==> images/pdn.png <==
The bar under the picture is 20 microns long. Pins as bars on the die edge.
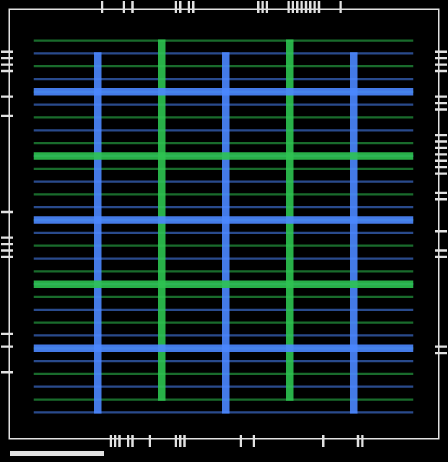
==> images/final_congestion.png <==
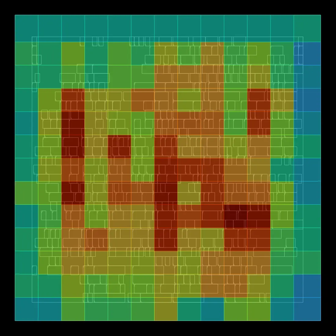
==> src/rtl/sm_arith_pkg.sv <==
// Shared encodings, FSM states and sign-magnitude <-> two's-complement helpers
// for the sign-magnitude arithmetic unit.
package sm_arith_pkg;

  localparam logic [1:0] OP_ADD  = 2'b00;
  localparam logic [1:0] OP_SUB  = 2'b01;
  localparam logic [1:0] OP_MUL  = 2'b10;
  localparam logic [1:0] OP_PASS = 2'b11;

  typedef enum logic [1:0] {
    ST_IDLE = 2'd0,
    ST_MUL  = 2'd1,
    ST_FIN  = 2'd2
  } state_e;

  localparam logic [6:0] SEG_MINUS = 7'b0000001;
  localparam logic [6:0] SEG_BLANK = 7'b0000000;

  // Wide enough for any supported operand width; callers zero-extend and truncate.
  localparam int unsigned TcW = 32;

  function automatic logic [TcW-1:0] sm_to_tc(input logic sign, input logic [TcW-1:0] mag);
    return sign ? (~mag + TcW'(1)) : mag;
  endfunction

  function automatic logic [TcW-1:0] tc_abs(input logic [TcW-1:0] val);
    return val[TcW-1] ? (~val + TcW'(1)) : val;
  endfunction

endpackage

==> src/rtl/seg7_hex.sv <==
// Hex nibble to 7-segment glyph; bit6..bit0 = segments a..g, active high.
module seg7_hex (
  input  logic [3:0] nibble_i,
  output logic [6:0] seg_o
);

  always_comb begin
    seg_o = 7'b0000000;
    unique case (nibble_i)
      4'h0: seg_o = 7'b1111110;
      4'h1: seg_o = 7'b0110000;
      4'h2: seg_o = 7'b1101101;
      4'h3: seg_o = 7'b1111001;
      4'h4: seg_o = 7'b0110011;
      4'h5: seg_o = 7'b1011011;
      4'h6: seg_o = 7'b1011111;
      4'h7: seg_o = 7'b1110000;
      4'h8: seg_o = 7'b1111111;
      4'h9: seg_o = 7'b1111011;
      4'hA: seg_o = 7'b1110111;
      4'hB: seg_o = 7'b0011111;
      4'hC: seg_o = 7'b1001110;
      4'hD: seg_o = 7'b0111101;
      4'hE: seg_o = 7'b1001111;
      4'hF: seg_o = 7'b1000111;
      default: seg_o = 7'b0000000;
    endcase
  end

endmodule

==> src/rtl/sm_arith_unit.sv <==
// Sequential sign-magnitude ADD/SUB/MUL/PASS unit with start/busy/done handshake
// and a hex 7-segment view of the registered result.
module sm_arith_unit
  import sm_arith_pkg::*;
#(
  parameter int unsigned W      = 5,
  parameter int unsigned DIGITS = 6
) (
  input  logic                  clk,
  input  logic                  rst_n,
  input  logic [W-1:0]          a_sm,
  input  logic [W-1:0]          b_sm,
  input  logic [1:0]            op,
  input  logic                  start,
  output logic                  busy,
  output logic                  done,
  output logic                  res_sign,
  output logic [2*(W-1)-1:0]    res_mag,
  output logic [7*DIGITS-1:0]   display
);

  localparam int unsigned MW   = W - 1;
  localparam int unsigned RW   = 2 * MW;
  localparam int unsigned ND   = (RW + 3) / 4;
  localparam int unsigned CW   = (MW > 1) ? $clog2(MW) : 1;
  localparam int unsigned NibW = 4 * ND;

  state_e          state_q, state_d;
  logic [CW-1:0]   cnt_q, cnt_d;
  logic [RW-1:0]   acc_q, acc_d;
  logic            a_sign_q, a_sign_d, b_sign_q, b_sign_d;
  logic [MW-1:0]   a_mag_q, a_mag_d, b_mag_q, b_mag_d;
  logic            res_sign_q, res_sign_d;
  logic [RW-1:0]   res_mag_q, res_mag_d;

  // Negative zero on an input collapses to +0 here.
  logic            a_neg, b_neg;
  logic [TcW-1:0]  a_tc, b_tc, lin_tc;
  logic            lin_sign;
  logic [RW-1:0]   lin_mag;

  assign a_neg = a_sm[W-1] & (|a_sm[MW-1:0]);
  assign b_neg = b_sm[W-1] & (|b_sm[MW-1:0]);

  always_comb begin
    a_tc = sm_to_tc(a_neg, TcW'(a_sm[MW-1:0]));
    b_tc = sm_to_tc(b_neg, TcW'(b_sm[MW-1:0]));
    case (op)
      OP_SUB:  lin_tc = a_tc - b_tc;
      OP_PASS: lin_tc = a_tc;
      default: lin_tc = a_tc + b_tc;
    endcase
    // A negative two's-complement value is never zero, so zero results come out positive.
    lin_sign = lin_tc[TcW-1];
    lin_mag  = RW'(tc_abs(lin_tc));
  end

  logic [RW-1:0] pp, acc_sum;
  logic          mul_last;

  assign pp       = b_mag_q[cnt_q] ? (RW'(a_mag_q) << cnt_q) : '0;
  assign acc_sum  = acc_q + pp;
  assign mul_last = (cnt_q == CW'(MW - 1));

  always_comb begin
    state_d    = state_q;
    cnt_d      = cnt_q;
    acc_d      = acc_q;
    a_sign_d   = a_sign_q;
    a_mag_d    = a_mag_q;
    b_sign_d   = b_sign_q;
    b_mag_d    = b_mag_q;
    res_sign_d = res_sign_q;
    res_mag_d  = res_mag_q;
    unique case (state_q)
      ST_IDLE: begin
        if (start) begin
          a_sign_d = a_neg;
          a_mag_d  = a_sm[MW-1:0];
          b_sign_d = b_neg;
          b_mag_d  = b_sm[MW-1:0];
          if (op == OP_MUL) begin
            state_d = ST_MUL;
            cnt_d   = '0;
            acc_d   = '0;
          end else begin
            state_d    = ST_FIN;
            res_sign_d = lin_sign;
            res_mag_d  = lin_mag;
          end
        end
      end
      ST_MUL: begin
        acc_d = acc_sum;
        cnt_d = cnt_q + CW'(1);
        // Partial products stay in acc_q; res_* only sees the final product.
        if (mul_last) begin
          state_d    = ST_FIN;
          cnt_d      = '0;
          res_mag_d  = acc_sum;
          res_sign_d = (a_sign_q ^ b_sign_q) & (|acc_sum);
        end
      end
      ST_FIN:  state_d = ST_IDLE;
      default: state_d = ST_IDLE;
    endcase
  end

  always_ff @(posedge clk or negedge rst_n) begin
    if (!rst_n) begin
      state_q    <= ST_IDLE;
      cnt_q      <= '0;
      acc_q      <= '0;
      a_sign_q   <= 1'b0;
      a_mag_q    <= '0;
      b_sign_q   <= 1'b0;
      b_mag_q    <= '0;
      res_sign_q <= 1'b0;
      res_mag_q  <= '0;
    end else begin
      state_q    <= state_d;
      cnt_q      <= cnt_d;
      acc_q      <= acc_d;
      a_sign_q   <= a_sign_d;
      a_mag_q    <= a_mag_d;
      b_sign_q   <= b_sign_d;
      b_mag_q    <= b_mag_d;
      res_sign_q <= res_sign_d;
      res_mag_q  <= res_mag_d;
    end
  end

  assign busy     = (state_q != ST_IDLE);
  assign done     = (state_q == ST_FIN);
  assign res_sign = res_sign_q;
  assign res_mag  = res_mag_q;

  logic [NibW-1:0] mag_nib;
  assign mag_nib = NibW'(res_mag_q);

  for (genvar i = 0; i < DIGITS; i++) begin : g_digit
    if (i < ND) begin : g_hex
      seg7_hex u_seg7_hex (
        .nibble_i (mag_nib[4*i+3:4*i]),
        .seg_o    (display[7*i+6:7*i])
      );
    end else if (i == ND) begin : g_sign
      assign display[7*i+6:7*i] = (res_sign_q && (res_mag_q != '0)) ? SEG_MINUS : SEG_BLANK;
    end else begin : g_blank
      assign display[7*i+6:7*i] = SEG_BLANK;
    end
  end

endmodule

==> config.mk <==
export PLATFORM = sky130hd
export DESIGN_NAME = sm_arith_unit
export DESIGN_NICKNAME = d
export VERILOG_FILES = /design/src/rtl/sm_arith_pkg.sv /design/src/rtl/seg7_hex.sv /design/src/rtl/sm_arith_unit.sv
export SDC_FILE = /design/constraint.sdc
export NUM_CORES = 1
export LEC_CHECK = 0
export ABC_CLOCK_PERIOD_IN_PS = 6700
export CAP_MARGIN = 20
export CORE_MARGIN = 5
export CORE_UTILIZATION = 59
export CTS_CLUSTER_DIAMETER = 200
export DETAILED_ROUTE_END_ITERATION = 8
export PLACE_DENSITY = 0.88
export SLEW_MARGIN = 20
export SYNTH_ARGS = -nofsm -noshare
export SYNTH_HDL_FRONTEND = slang
export SYNTH_SLANG_ARGS = --single-unit
==> constraint.sdc <==
create_clock -name clk -period 6.7 [get_ports clk]
set_clock_uncertainty 0.15 [all_clocks]
set_input_delay 1.34 -clock clk [delete_from_list [all_inputs] [get_ports clk]]
set_output_delay 1.34 -clock clk [all_outputs]
set_load 0.1 [all_outputs]
==> impl_metrics.yaml <==
# implementation run metrics
placed_design:
  dp_hpwl_mm: 7.58
cells_and_area:
  clock_buffers: 5
  buf_share_pct: 9.65
  final_cell_mix: "51 x ha_1, 47 x nand2_1, 40 x a21oi_1, 40 x clkdlybuf4s50_1, 32 x nor2_1"
  biggestCellCategory: "combinational gates"
  signal_buffers: 42
  final_common_cell: "ha_1"
  fin_cells: 588
  diodes: 0
  seq_share_pct: 18.0
  register_area_sq_um: 776
  logic_area_sq_um: 2830
  fin_nets: 578
  fill_cells: 530
cts:
  cts_buffer_depth: 2
  h-tree-depth: 2
  root_buffer: "clkbuf_8"
  path_clk_slew_ps: 70
sta:
  final.min_clock_period_ps: 5770
  fin_tns_setup_ps: 0
  rsz0062_at_grt: "no"
  worst_pin_slew_ps: 1100
  post-route-period-util_pct: 86.1
status:
  status: "complete, no violations"
synth:
  synth_cells: 475
  ys_ff: 31
  synth.distinct_cells: 61
  yosys_cells: 475
critical_path:
  r2r_cells: 11
route:
  top_layer: "met4"
  routed_wl_mm: 9.52
  route.met3.wl_microns: 642
  wl_met2_mm: 4.62
  ant_nets: 0
global_route:
  grt_usage_pct: 23.2
About pdn.png:
- VSS: blue
- VDD: green
- met4 straps: 5
- met1 rails: 30
Die W: 90.8 microns
core area: 6350 sq um
Die Y: 90.8 microns

About final_congestion.png:
gr busiest metal: met2
global-route track usage on met2: 39.1%
post-layout util: 67.8%
GR Util met3: 4.25%

## worst max-delay path: stages
cell,delay (ps)
clkdlybuf4s50_1,550
inv_1,110
ha_1,240
nand2_1,80
nand2_1,260
mux2i_1,230
a31oi_1,630
o22ai_1,200
ha_1,450
nand3_1,110
a211o_1,250
a2111o_1,360
a21oi_1,170
o22ai_1,150
or4_1,520
a41oi_2,180
